### Wiring heat map, run 1

Scale bar: 20 um. The die is cut into 14 by 14 equal tiles; black is low, pale yellow is high, scaled to the fullest tile. Values are wire area over tile area, all layers added.
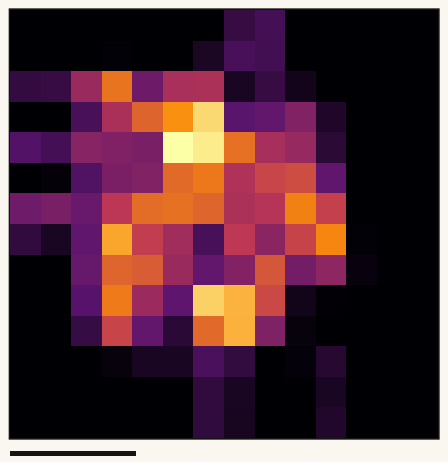
### Cell classes on the final placement, run 1

Fill, decap, tap and diode cells in grey.
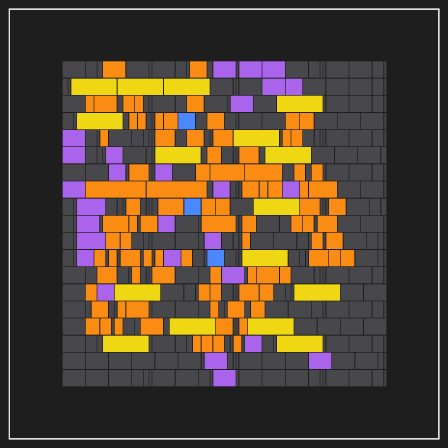
### Sequential cells grouped by signal name, run 1

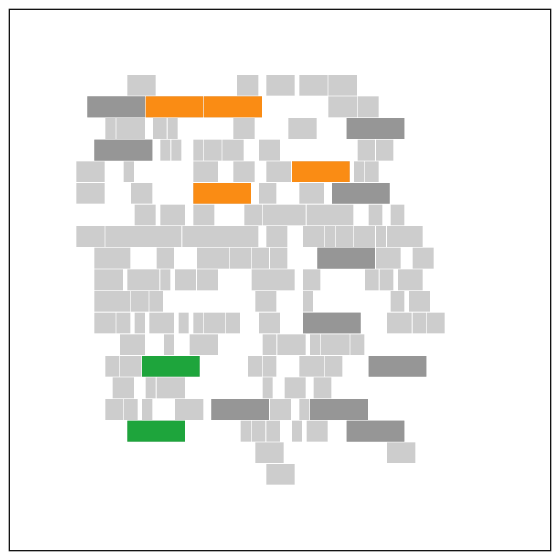
### Wiring by layer, run 1

Scale bar: 20 um. Two of the layers only.
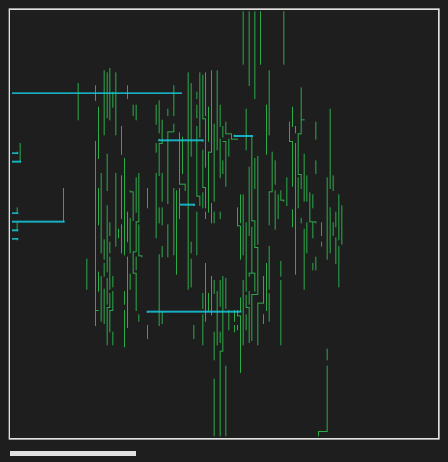
==> config.mk <==
export PLATFORM = sky130hd
export DESIGN_NAME = pci_bus_arbiter
export DESIGN_NICKNAME = d
export VERILOG_FILES = /design/src/rtl/pci_bus_arbiter.sv
export SDC_FILE = /design/constraint.sdc
export NUM_CORES = 1
export LEC_CHECK = 0
export CORE_MARGIN = 8
export CORE_UTILIZATION = 35
export CTS_CLUSTER_DIAMETER = 50
export CTS_CLUSTER_SIZE = 12
export DETAILED_ROUTE_END_ITERATION = 12
export GPL_TIMING_DRIVEN = 1
export PLACE_DENSITY = 0.56
export SLEW_MARGIN = 30
export SYNTH_ARGS = -nofsm -noshare
export SYNTH_HDL_FRONTEND = slang
export SYNTH_SLANG_ARGS = --single-unit
export TNS_END_PERCENT = 50
==> constraint.sdc <==
create_clock -name clk -period 2 [get_ports clk]
set_input_delay 0.2 -clock clk [delete_from_list [all_inputs] [get_ports clk]]
set_output_delay 0.2 -clock clk [all_outputs]
set_load 0.02 [all_outputs]
==> datasheet_impl.txt, run 1 <==
Physical design parameters

Parameter                              Value

Global route
  Initial antenna violation count .................. 0

Critical path
  Sequence of cells on the critical path .................. or2_4 > a311oi_4 > nand4_1 > mux2_4 > a21oi_4 > mux2i_1
  Critical path startpoint category .................. register
  CP top delay family .................. multiplexers
  Highest-delay cell along the critical path .................. sky130_fd_sc_hd__dfxtp_1
  Maximum net fanout on the critical path .................. 5
  Maximum single-stage delay on the critical path .................. 0.36 ns
  Worst setup path category .................. register to register
  Crit path required time .................. 2.21 ns

Synthesis
  Dominant combinational family .................. simple AND/OR/NAND/NOR gates
  Fraction of registers with async set or reset after synthesis .................. 0
  Most instantiated library cell after synthesis .................. sky130_fd_sc_hd__dfxtp_1
  Count of instantiated cells in the yosys netlist .................. 108
  Synth Area in Simple Gates .................. 0.269
  Portion of synthesized cell area occupied by the leading cell type .................. 0.339
  Post-Synthesis Cell Area .................. 945 um2
  Number of warning messages in the yosys log .................. 0
  Synthesized netlist net count .................. 117
  Yosys top cell by area .................. sky130_fd_sc_hd__dfxtp_1
  Area fraction in mux cells .................. 0.102
  Chip area in the Yosys report .................. 945 um2
  Syn Area/Cell .................. 8.75 um2
  Top cells by count .................. sky130_fd_sc_hd__dfxtp_1 (16), sky130_fd_sc_hd__nand2_1 (12), sky130_fd_sc_hd__o21ai_0 (7), sky130_fd_sc_hd__nand3_1 (6), sky130_fd_sc_hd__nor2_1 (6)
  Top flip-flop cell by instance count after synthesis .................. sky130_fd_sc_hd__dfxtp_1

Cells and area
  Post-layout nets .................. 148
  Number of non-clock inverters .................. 5
  Number of flip-flops and latches .................. 16
  Clock tree cell share of total cell area .................. 0.0178
  Diode insertion count for antenna repair .................. 0
  Non-clock buffering overhead in the final layout .................. 0.194
  Tally of filler cells in the layout .................. 262
  Area growth, synth to finish .................. 33.6%
  Fraction of layout cells with a size suffix above 1 .................. 0.204

Power and ir drop
  Power density over the cells .................. 608 nW/um2
  Comb pwr share .................. 0.314
  Reported leakage power .................. 0.480 nW
  VDD IR max .................. 0.383 mV
  Clock group share of total power .................. 0.220

Floorplan
  Inserted tap cell count .................. 31
  FP Util .................. 0.355
  Die Size .................. 4620 um2
  Number of ports placed on the die boundary .................. 16

Placement
  Routability congestion estimate .................. 0.765
  Setup slack after placement .................. -0.345 ns
  Number of I/O port buffers .................. 15
  Instance area at placement .................. 1220 um2

STA
  Worst-case setup margin in the final layout .................. 0.0915 ns
  Minimum clock period .................. 1.91 ns
  Sum Neg Setup Slack .................. 0 ns
  Setup Viol. Count Final .................. 0
  Setup repair after global routing missed its margin .................. no
  Fin. Hold Viols .................. 0

Drt
  Drt initial violations .................. 20
  Vias per inst .................. 5.66

CTS
  Number of sinks on the clock net .................. 16
  CTS clock-pin slew for the worst setup and hold paths .................. 0.10 ns
  Inserted Clock Buffers .................. 3
  Buffers inserted during post-CTS setup optimization .................. 0
  Clock tree from TritonCTS .................. built

Status
  Status .................. finished clean
## Picture notes: 'Wiring heat map'
The emptiest ninth of the die: lower right. 16% of the tiles are over half the peak. The mean over all tiles is 0.081. The fullest tile reaches 0.41.
GRT Overall Usage: 0.106
number of vias in the routed layout: 951
Avg WL per Cell: 14.5 um

## Picture notes: 'Cell classes on the final placement'
Blue marks cells driving clock nets, cells 3, share of their area 1.8%. Purple marks other buffers and delay cells, cells 27, share of their area 20%. Orange marks all other logic, cells 91, share of their area 52%. Yellow marks flip-flops, cells 16, share of their area 26%.
std cell rows: 19
Core Box Area: 2660 um2
share of cell area taken by flip-flops and latches: 0.254
utilization after layout: 0.474

## Picture notes: 'Sequential cells grouped by signal name'
Green marks rr_ptr, sequential cells 2. Orange marks GNT_n, sequential cells 4, where top centre.
Another 10 sequential cells are not coloured.
power in sequential cells: 357 uW
FF/Latch Area: 320 um2

## Picture notes: 'Wiring by layer'
Cyan marks met3, wire length 65.1 um. Green marks met2, wire length 1230 um.
overall routed net length: 2430 um

==> run 1: power groups by stage <==
| stage | Combinational, mW | Sequential [mW] | Clock (mW) |
|---|---|---|---|
| after floorplan | 0.128 | 0.373 | 0 |
| after global placement | 0.228 | 0.364 | 0 |
| after detailed placement | 0.230 | 0.363 | 0 |
| after CTS | 0.241 | 0.357 | 0.176 |
| after global routing | 0.259 | 0.360 | 0.190 |
| final | 0.241 | 0.357 | 0.169 |
==> run 1: per-layer routing <==
metal,global-route usage,part of all wire
met1,0.124,0.46
met3,0.0295,0.027
met2,0.179,0.51
met5,0,0
met4,0.0409,0.0070
==> run 1: timing repair <==
action,CTS,global route
setup endpoints to repair,7,10
pin swaps,1,1
gates cloned,1,0
resized,1,4
==> run 2, diff against run 1 <==
- DONT_BUFFER_PORTS: default -> 1
- PLACE_DENSITY: 0.56 -> 0.48
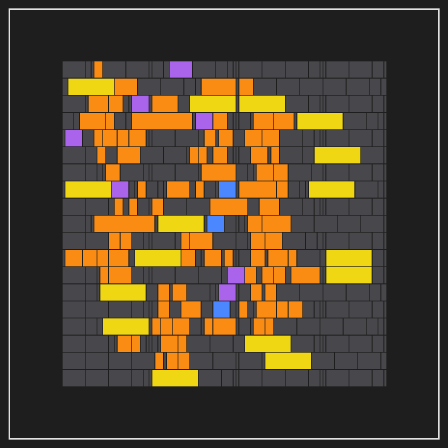
*Cell classes on the final placement, run 2*
Fill, decap, tap and diode cells in grey.
Yellow marks flip-flops, cells 16, share of their area 31%. Orange marks all other logic, cells 91, share of their area 62%. Purple marks other buffers and delay cells, cells 7, share of their area 5.3%. Blue marks cells driving clock nets, cells 3, share of their area 2.2%.
utilization after layout: 0.406
finished layout cell area: 1080 um2
share of cell area taken by flip-flops and latches: 0.296

==> run 2 against run 1 <==
Non-clock buffer count decreased by 20. Die size unchanged. Global-route usage increased by 0.93 points. Critical path depth unchanged. Sequential share of layout area increased by 4.2 points. Cell area decreased by 14%. Critical path type unchanged. Critical endpoint unchanged. Largest power group unchanged.
==> datasheet_impl.txt, run 2 <==
Physical design parameters

Parameter                              Value

Status
  Status .................. finished clean

Cells and area
  FF/Latch Area .................. 320 um2 (unchanged)
  Area growth, synth to finish .................. 14.6%
  Number of non-clock inverters .................. 5 (unchanged)
  Clock tree cell share of total cell area .................. 0.0208 (+0.00297)
  Tally of filler cells in the layout .................. 292 (+11%)
  Diode insertion count for antenna repair .................. 0 (unchanged)
  Fraction of layout cells with a size suffix above 1 .................. 0.188 (-0.0163)
  Post-layout nets .................. 128 (-14%)

Placement
  Routability congestion estimate .................. 0.744 (-2.7%)
  Instance area at placement .................. 1020 um2 (-16%)
  Number of I/O port buffers .................. 0 (-15)
  Setup slack after placement .................. 0.0239 ns (+0.369 ns)
  Post-detailed-placement half-perimeter wirelength .................. 1790 um

Global route
  GRT Overall Usage .................. 0.115 (+0.00926)

CTS
  Number of sinks on the clock net .................. 16 (unchanged)
  Buffers inserted during post-CTS setup optimization .................. 0 (unchanged)
  CTS clock-pin slew for the worst setup and hold paths .................. 0.10 ns (about the same)
  H-tree levels .................. 1
  Inserted Clock Buffers .................. 3 (unchanged)

Drt
  Overall routed net length .................. 2430 um (+0.16%)
  Drt initial violations .................. 15 (-25%)
  Vias per inst .................. 5.80 (+2.4%)
  Avg WL per Cell .................. 16.4 um (+14%)
  Number of vias in the routed layout .................. 858 (-9.8%)

STA
  Worst-case setup margin in the final layout .................. 0.100 ns (+0.00895 ns)
  Sum Neg Setup Slack .................. 0 ns (unchanged)
  Number of pins exceeding their max-slew limit in the final report .................. 0
  Fin. Hold Viols .................. 0 (unchanged)
  Setup repair after global routing missed its margin .................. no
  Minimum clock period .................. 1.90 ns (-0.00895 ns)
  Setup Viol. Count Final .................. 0 (unchanged)

Synthesis
  Fraction of registers with async set or reset after synthesis .................. 0 (unchanged)
  Post-Synthesis Cell Area .................. 945 um2 (unchanged)
  Portion of synthesized cell area occupied by the leading cell type .................. 0.339 (unchanged)
  Yosys top cell by area .................. sky130_fd_sc_hd__dfxtp_1
  Synthesized netlist net count .................. 117 (unchanged)
  Number of warning messages in the yosys log .................. 0 (unchanged)
  Area fraction in mux cells .................. 0.102 (unchanged)
  Dominant combinational family .................. simple AND/OR/NAND/NOR gates
  Synth Area in Simple Gates .................. 0.269 (unchanged)
  Top flip-flop cell by instance count after synthesis .................. sky130_fd_sc_hd__dfxtp_1
  Chip area in the Yosys report .................. 945 um2 (unchanged)
  Most instantiated library cell after synthesis .................. sky130_fd_sc_hd__dfxtp_1
  Post-synthesis xor/xnor area fraction .................. 0
  Syn Area/Cell .................. 8.75 um2 (unchanged)

Power and ir drop
  VDD IR max .................. 0.300 mV (-22%)
  Power density over the cells .................. 668 nW/um2 (+9.9%)
  Clock group share of total power .................. 0.240 (+0.020)
  Sum of internal, switching and leakage power .................. 723 uW
  Reported leakage power .................. 0.378 nW (-21%)
  Combinational-cell power consumption .................. 184 uW (-24%)
  Dominant power group .................. sequential cells
  Comb pwr share .................. 0.254 (-0.060)
  Power in sequential cells .................. 366 uW (+3%)
  Power consumed by the clock network .................. 173 uW (+2%)

Critical path
  CP top delay family .................. multiplexers
  Critical path startpoint category .................. register
  Highest-delay cell along the critical path .................. sky130_fd_sc_hd__dfxtp_1
  Maximum single-stage delay on the critical path .................. 0.39 ns (+0.03 ns)
  Crit path required time .................. 2.22 ns (about the same)
  Sequence of cells on the critical path .................. or2_1 > nand3_1 > a32o_2 > mux2_4 > a21oi_4 > mux2i_1
  Maximum net fanout on the critical path .................. 7 (+2)
  Worst setup path category .................. register to register

Floorplan
  Core Box Area .................. 2660 um2 (unchanged)
  FP Util .................. 0.355 (unchanged)
  Number of ports placed on the die boundary .................. 16 (unchanged)
  Die Size .................. 4620 um2 (unchanged)
  Std cell rows .................. 19 (unchanged)
[run 2: cell counts after synthesis]
No cell type changed its count.
[run 2: repair_timing]
| action | CTS | global route |
|---|---|---|
| gates cloned | 0 | 1 |
| endpoints found under the hold margin | 2 | 0 |
| gates resized | 1 | 3 |
| hold buffers | 1 | 0 |
| setup endpoints to repair | 1 | 11 |
| pin swaps | 1 | 2 |
[run 2: layer usage]
metal | GRT usage | vias to the layer above | part of all wire
li1 | - | 435 | -
met1 | 0.136 | 405 | 0.46
met2 | 0.179 | 12 | 0.47
met3 | 0.0327 | 6 | 0.044
met4 | 0.0742 | 0 | 0.033
met5 | 0 | - | 0
Power is estimated from default activity; no workload was simulated.
